$ cat config.mk
export PLATFORM = sky130hd
export DESIGN_NAME = sort_stats
export DESIGN_NICKNAME = d
export VERILOG_FILES = /design/src/rtl/sort_stats.sv
export SDC_FILE = /design/constraint.sdc
export NUM_CORES = 1
export LEC_CHECK = 0
export CAP_MARGIN = 15
export CELL_PAD_IN_SITES_DETAIL_PLACEMENT = 1
export CELL_PAD_IN_SITES_GLOBAL_PLACEMENT = 1
export CORE_MARGIN = 2
export CORE_UTILIZATION = 40
export CTS_BUF_LIST = sky130_fd_sc_hd__clkbuf_16
export DETAILED_ROUTE_END_ITERATION = 8
export GPL_TIMING_DRIVEN = 0
export PLACE_DENSITY = 0.75
export SLEW_MARGIN = 20
export SYNTH_ARGS = -nofsm -noshare
export SYNTH_HDL_FRONTEND = slang
export SYNTH_SLANG_ARGS = --single-unit
$ cat constraint.sdc
create_clock -name clk_i -period 2.9 [get_ports clk_i]
set_input_delay 0.29 -clock clk_i [delete_from_list [all_inputs] [get_ports clk_i]]
set_output_delay 0.29 -clock clk_i [all_outputs]
set_load 0.02 [all_outputs]
$ cat src/rtl/sort_stats.sv
// ============================================================================
// sort_stats: per-packet min/max/sum/length/distinct/order statistics
// Rev 1.0
// ============================================================================
`default_nettype none

module sort_stats #(
    parameter  int DWIDTH      = 8,
    parameter  int MAX_PKT_LEN = 1024,
    localparam int LW          = $clog2(MAX_PKT_LEN) + 1,
    localparam int SW          = DWIDTH + LW - 1
) (
    input  logic              clk_i,
    input  logic              srst_i,
    input  logic [DWIDTH-1:0] snk_data_i,
    input  logic              snk_startofpacket_i,
    input  logic              snk_endofpacket_i,
    input  logic              snk_valid_i,
    output logic              snk_ready_o,
    output logic              stat_valid_o,
    input  logic              stat_ready_i,
    output logic [DWIDTH-1:0] stat_min_o,
    output logic [DWIDTH-1:0] stat_max_o,
    output logic [SW-1:0]     stat_sum_o,
    output logic [LW-1:0]     stat_len_o,
    output logic [LW-1:0]     stat_uniq_o,
    output logic              stat_order_err_o,
    output logic              stat_frame_err_o
);

    localparam logic [LW-1:0] c_MAX_LEN = LW'(MAX_PKT_LEN);
    localparam logic [LW-1:0] c_ONE     = LW'(1);

    typedef enum logic [1:0] {
        S_IDLE   = 2'd0,
        S_RX     = 2'd1,
        S_RESULT = 2'd2
    } state_t;

    state_t              r_state;

    logic [DWIDTH-1:0]   r_min;
    logic [DWIDTH-1:0]   r_max;
    logic [DWIDTH-1:0]   r_prev;
    logic [SW-1:0]       r_sum;
    logic [LW-1:0]       r_len;
    logic [LW-1:0]       r_uniq;
    logic                r_oerr;
    logic                r_ferr;

    logic                r_stat_valid;
    logic [DWIDTH-1:0]   r_stat_min;
    logic [DWIDTH-1:0]   r_stat_max;
    logic [SW-1:0]       r_stat_sum;
    logic [LW-1:0]       r_stat_len;
    logic [LW-1:0]       r_stat_uniq;
    logic                r_stat_oerr;
    logic                r_stat_ferr;

    logic                w_accept;
    logic [DWIDTH-1:0]   w_min_n;
    logic [DWIDTH-1:0]   w_max_n;
    logic [DWIDTH-1:0]   w_prev_n;
    logic [SW-1:0]       w_sum_n;
    logic [LW-1:0]       w_len_n;
    logic [LW-1:0]       w_uniq_n;
    logic                w_oerr_n;
    logic                w_ferr_n;

    assign snk_ready_o = (r_state != S_RESULT);
    assign w_accept    = snk_valid_i && snk_ready_o;

    // Accumulator update for an accepted beat; only consumed in IDLE with sop, or in RX.
    always_comb begin
        w_min_n  = r_min;
        w_max_n  = r_max;
        w_prev_n = r_prev;
        w_sum_n  = r_sum;
        w_len_n  = r_len;
        w_uniq_n = r_uniq;
        w_oerr_n = r_oerr;
        w_ferr_n = r_ferr;
        if (snk_startofpacket_i) begin
            w_min_n  = snk_data_i;
            w_max_n  = snk_data_i;
            w_prev_n = snk_data_i;
            w_sum_n  = SW'(snk_data_i);
            w_len_n  = c_ONE;
            w_uniq_n = c_ONE;
            w_oerr_n = 1'b0;
            // A sop arriving mid-packet means the previous packet lost its eop.
            w_ferr_n = (r_state == S_RX);
        end else if (r_len < c_MAX_LEN) begin
            w_len_n  = r_len + c_ONE;
            w_sum_n  = r_sum + SW'(snk_data_i);
            if (snk_data_i < r_min) begin
                w_min_n = snk_data_i;
            end
            if (snk_data_i > r_max) begin
                w_max_n = snk_data_i;
            end
            if (snk_data_i != r_prev) begin
                w_uniq_n = r_uniq + c_ONE;
            end
            if (snk_data_i < r_prev) begin
                w_oerr_n = 1'b1;
            end
            w_prev_n = snk_data_i;
        end else begin
            w_ferr_n = 1'b1;
        end
    end

    always_ff @(posedge clk_i) begin
        if (srst_i) begin
            r_state      <= S_IDLE;
            r_min        <= '0;
            r_max        <= '0;
            r_prev       <= '0;
            r_sum        <= '0;
            r_len        <= '0;
            r_uniq       <= '0;
            r_oerr       <= 1'b0;
            r_ferr       <= 1'b0;
            r_stat_valid <= 1'b0;
            r_stat_min   <= '0;
            r_stat_max   <= '0;
            r_stat_sum   <= '0;
            r_stat_len   <= '0;
            r_stat_uniq  <= '0;
            r_stat_oerr  <= 1'b0;
            r_stat_ferr  <= 1'b0;
        end else begin
            case (r_state)
                S_IDLE, S_RX: begin
                    if (w_accept && (snk_startofpacket_i || (r_state == S_RX))) begin
                        r_min  <= w_min_n;
                        r_max  <= w_max_n;
                        r_prev <= w_prev_n;
                        r_sum  <= w_sum_n;
                        r_len  <= w_len_n;
                        r_uniq <= w_uniq_n;
                        r_oerr <= w_oerr_n;
                        r_ferr <= w_ferr_n;
                        if (snk_endofpacket_i) begin
                            r_state      <= S_RESULT;
                            r_stat_valid <= 1'b1;
                            r_stat_min   <= w_min_n;
                            r_stat_max   <= w_max_n;
                            r_stat_sum   <= w_sum_n;
                            r_stat_len   <= w_len_n;
                            r_stat_uniq  <= w_uniq_n;
                            r_stat_oerr  <= w_oerr_n;
                            r_stat_ferr  <= w_ferr_n;
                        end else begin
                            r_state <= S_RX;
                        end
                    end
                end
                S_RESULT: begin
                    if (stat_ready_i) begin
                        r_state      <= S_IDLE;
                        r_stat_valid <= 1'b0;
                    end
                end
                default: begin
                    r_state      <= S_IDLE;
                    r_stat_valid <= 1'b0;
                end
            endcase
        end
    end

    assign stat_valid_o     = r_stat_valid;
    assign stat_min_o       = r_stat_min;
    assign stat_max_o       = r_stat_max;
    assign stat_sum_o       = r_stat_sum;
    assign stat_len_o       = r_stat_len;
    assign stat_uniq_o      = r_stat_uniq;
    assign stat_order_err_o = r_stat_oerr;
    assign stat_frame_err_o = r_stat_ferr;

endmodule

`default_nettype wire

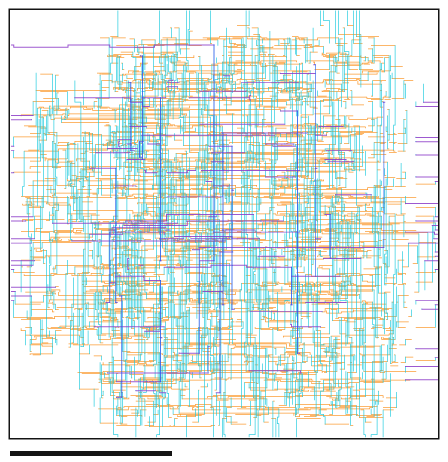
**Above:** run 1 (metal layers overlaid).
The bar under the picture is 50 µm long.
met3 -> purple  # wire length 1330 µm
met1 -> orange  # wire length 9940 µm
met2 -> cyan  # wire length 10900 µm
met4 -> blue  # wire length 698 µm
GRT Total Usage: 26.7%
vias: 6326

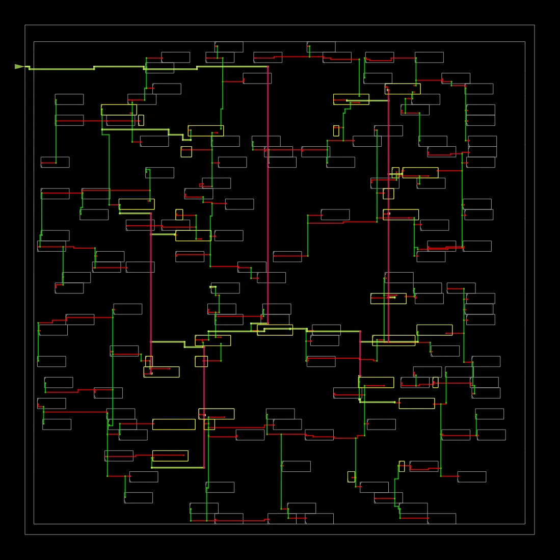
**Above:** run 1 (the clock network).
Clock Skew: 9.06 ps
flop count: 127

==> flow_summary_export.csv, run 1 <==
group,metric,value,unit
outcome,status,"complete, no violations",
grt,busiest_layer,"met2",
yosys,postSynthSeqShare,38.7,%
final_timing,tightestPinTransition,838,ps
worst_hold_path,min_from,"snk_data_i[4]",
critical_path,r2r-end,"stat_sum_o[12]$_SDFFE_PP0P_",
route,drt_first_pass_iters,5,
power,leakage,2.94,nW
final_timing,max_freq,360,MHz
layout,flop_area,2540,µm²
layout,sh_seq_area,31.3,%
critical_path,reg2reg_from,"r_sum[0]$_SDFFE_PP0P_",
power,seqPwrFrac,40.3,%
final_timing,final.min_clock_period,2770,ps
clock_tree,clk_pin_slew,60,ps
route,avgRoutedWirePerCell,20.5,µm
yosys,top_cells_by_area,"dfxtp_1 (39%), ha_1 (6.3%), nand2_1 (5.7%)",
clock_tree,cts_hold_buf,0,
final_timing,rsz0062_at_grt,"false",
critical_path,cp-start-kind,"input port",
critical_path,endpoint,"r_sum[16]$_SDFFE_PP0P_",
placement,place_area,7570,µm²
final_timing,post-route-period-util,95.7,%
layout,stdcell_count,1116,
layout,nFillCells,1912,
yosys,adder_share,6.59,%
final_timing,slew_viol_final,0,
run,warning_count,26,
critical_path,crit_family,"simple AND/OR/NAND/NOR gates",
placement,dp_hpwl,16200,µm
layout,clkbuf_count,17,
power,clock_power,2.04,mW
layout,nNonClkBuffers,125,
grt,met2_usage,44.2,%
worst_hold_path,min_to,"r_min[4]$_SDFFE_PP0P_",
grt,grt_start_max_net_pins,17,
clock_tree,clock_path_buffers,2,
yosys,top_cells_by_count,"dfxtp_1 (127), nand2_1 (100), nor2_1 (97), a21oi_1 (71), o21ai_1 (37)",
yosys,syn_nets,844,
yosys,ys_warn_count,0,
yosys,avgSynthCellArea,8.26,µm²
critical_path,crit_path_top_delay_cell,"clkdlybuf4s50_1",
yosys,ff_type,"dfxtp_1",
yosys,edf_count,0,
grt,grt_first_pass_wirelength,36200,µm
route,met2_length,10900,µm
power,p_sw_share,28.2,%
placement,place_inst,1085,
yosys,synthDominantCellAreaShare,38.7,%
yosys,ys_types,61,
grt,overflow,0,
route,ant_nets,0,
critical_path,critical_path_peak_fanout,10,
clock_tree,tritoncts,"yes",
critical_path,path_class,"in -> reg",
floorplanning,dieArea,17500,µm²
final_timing,timing.hold.ws,428,ps
critical_path,max_stage_delay,700,ps
layout,largest_cell_class,"multi-input combinational cells",
critical_path,arrival,3120,ps
final_timing,setup_tns,0,ps
critical_path,cp-end-kind,"flip-flop",
grt,grt_pass1_vias,6566,
run,max-cap-violations,0,
layout,fin_area,8130,µm²
worst_hold_path,hold_class,"in -> reg",
layout,comb_cells,593,
layout,area_delta_synth_final,23.8,%
critical_path,required,3250,ps
floorplanning,core-area,15900,µm²
critical_path,worst-path-buf-inv,1,
yosys,synth_top_cell_by_area,"dfxtp_1",
clock_tree,postCtsSetupRepairBufs,0,
grt,use_met1,33.7,%
final_timing,slew_headroom,44.1,%
grt,antenna_found_initial,0,
route,top_layer,"met4",
clock_tree,cts_max_level,4,
yosys,xor_share,4.27,%
layout,final_cell_mix,"dfxtp_1 (127), nand2_1 (100), nor2_1 (97)",
final_timing,fin_ws,126,ps
yosys,yosys_area,6570,µm²
clock_tree,cts_buffers,17,
floorplanning,rows,46,
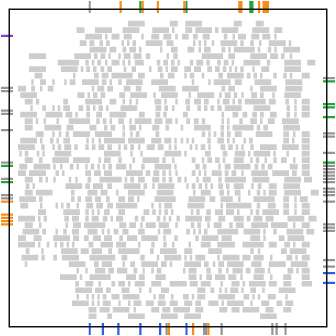
**Above:** run 1 (pin placement).
Pins as bars across the die edge, other pins in gray.
stat_sum_o -> orange  # pins 18, direction output, edge 10 top, 5 left, 3 bottom
snk_data_i -> blue  # pins 8, direction input, edge 6 bottom, 2 right
stat_uniq_o -> green  # pins 11, direction output, edge 5 right, 4 top, 2 left
clk_i -> purple  # pins 1, direction input, edge left
Die X: 132 µm
Die H: 132 µm
Port Buf Inserts: 73

==> run 1: sequential cells by signal (all words and copies together), names as in the netlist <==
signal	cells
stat_frame_err_o	1
r_max	8
r_oerr	1
stat_min_o	8
stat_valid_o	1
stat_uniq_o	11
r_sum	18
stat_sum_o	18
r_prev	8
stat_order_err_o	1
stat_max_o	8
r_len	11
r_uniq	11
r_min	8
stat_len_o	11
r_state	2
r_ferr	1
==> run 1: cells by family after synthesis <==
kind of cell	Yosys count
buf+inv	76
compound gates	206
fa+ha+maj	34
simple gates	285
mux	36
xor+xnor	32
flops	127
==> run 1: worst reg2reg max path, stage by stage (launching register included) <==
cell and delay, ps:
dfxtp_1 320, ha_1 220, fa_1 410, a21o_1 220
a221oi_2 340, o21ai_2 230, and3_1 260, xnor2_1 280
o21ai_1 100
**Run 1: sequential cells grouped by signal name**

Other sequential cells in the stronger gray, the rest of the logic in the fainter gray.
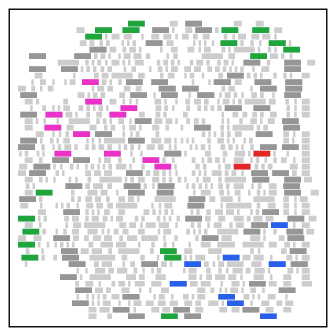

--- run 2 (diff from run 1) ---
--- a/config.mk
+++ b/config.mk
@@ -13,7 +13,7 @@
 export CTS_BUF_LIST = sky130_fd_sc_hd__clkbuf_16
 export DETAILED_ROUTE_END_ITERATION = 8
 export GPL_TIMING_DRIVEN = 0
-export PLACE_DENSITY = 0.75
+export PLACE_DENSITY_LB_ADDON = 0.1
 export SLEW_MARGIN = 20
 export SYNTH_ARGS = -nofsm -noshare
 export SYNTH_HDL_FRONTEND = slang
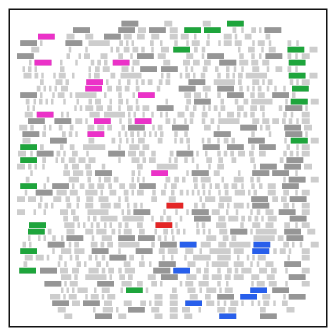
**Above:** run 2 (sequential cells grouped by signal name).
Other sequential cells in the stronger gray, the rest of the logic in the fainter gray.
r_max -> blue  # flops 8, where lower right
r_state -> red  # flops 2
stat_sum_o -> green  # flops 18, where spread over the die
r_len -> magenta  # flops 11
not colored = 88

==> run 2 against run 1 <==
  * Die size unchanged
  * Non-clock buffer count unchanged
  * Worst setup slack better by 21 ps
  * Design area down 1.2%
  * Clock skew down 1.6 ps
==> flow_summary_export.csv, run 2 <==
group,metric,value,unit
floorplanning,die_h,132,µm
floorplanning,rows,46,
critical_path,worst-path-buf-inv,1,
route,met2_length,10500,µm
floorplanning,core-area,15900,µm²
layout,area_delta_synth_final,22.3,%
clock_tree,clk_pin_slew,50,ps
critical_path,reg2reg_from,"r_sum[0]$_SDFFE_PP0P_",
power,p_sw_share,28.2,%
yosys,ys_warn_count,0,
clock_tree,cts_max_level,4,
yosys,postSynthSeqShare,38.7,%
final_timing,max_freq,363,MHz
grt,antenna_found_initial,0,
final_timing,tightestPinTransition,849,ps
grt,grt_pass1_vias,6266,
layout,fin_area,8040,µm²
worst_hold_path,min_from,"snk_data_i[4]",
critical_path,required,3250,ps
final_timing,setup_tns,0,ps
route,ant_nets,0,
critical_path,path_class,"in -> reg",
yosys,syn_nets,844,
route,drt_first_pass_iters,5,
grt,use_met1,31.5,%
critical_path,critical_path_peak_fanout,10,
placement,place_area,7570,µm²
critical_path,r2r-end,"stat_sum_o[12]$_SDFFE_PP0P_",
yosys,top_cells_by_count,"dfxtp_1 (127), nand2_1 (100), nor2_1 (97), a21oi_1 (71), o21ai_1 (37)",
placement,port_buffers,73,
route,dr_total_vias,6228,
final_timing,fin_ws,146,ps
placement,dp_hpwl,16100,µm
critical_path,arrival,3100,ps
floorplanning,die_x,132,µm
final_timing,final.min_clock_period,2750,ps
run,max-cap-violations,0,
yosys,avgSynthCellArea,8.26,µm²
outcome,status,"complete, no violations",
yosys,edf_count,0,
==> run 2: netlist changes by cell type in the layout (fill, tap and decap cells not counted), sizes merged <==
cell | previous run | this run
inv | 24 | 25
clkinvlp | 3 | 0
clkinv | 9 | 7
bufinv | 2 | 0
==> run 2: cells by family (layout without fill, tap and decap cells) <==
kind of cell	after synthesis	after routing	synth area share [%]
AND/OR/NAND/NOR	285	285	20.1
adder cells (fa/ha/maj)	34	34	6.59
AND-OR/OR-AND	206	206	20.2
XOR/XNOR	32	32	4.27
flip-flops	127	127	38.7
buffers and inverters	76	174	4.68
multiplexers	36	36	5.48
==> run 2: cell type report <==
cell class,count,area (µm²)
plain buffers,52,218
fillers,1956,7900
flip-flops and latches,127,2540
clock buffers,17,425
clock inverters,8,32.5
repair buffers,73,733
multi-input cells,593,3730
inverters,24,90.1
well taps,216,270
No activity file was given, so power comes from the tool's default toggle rates.
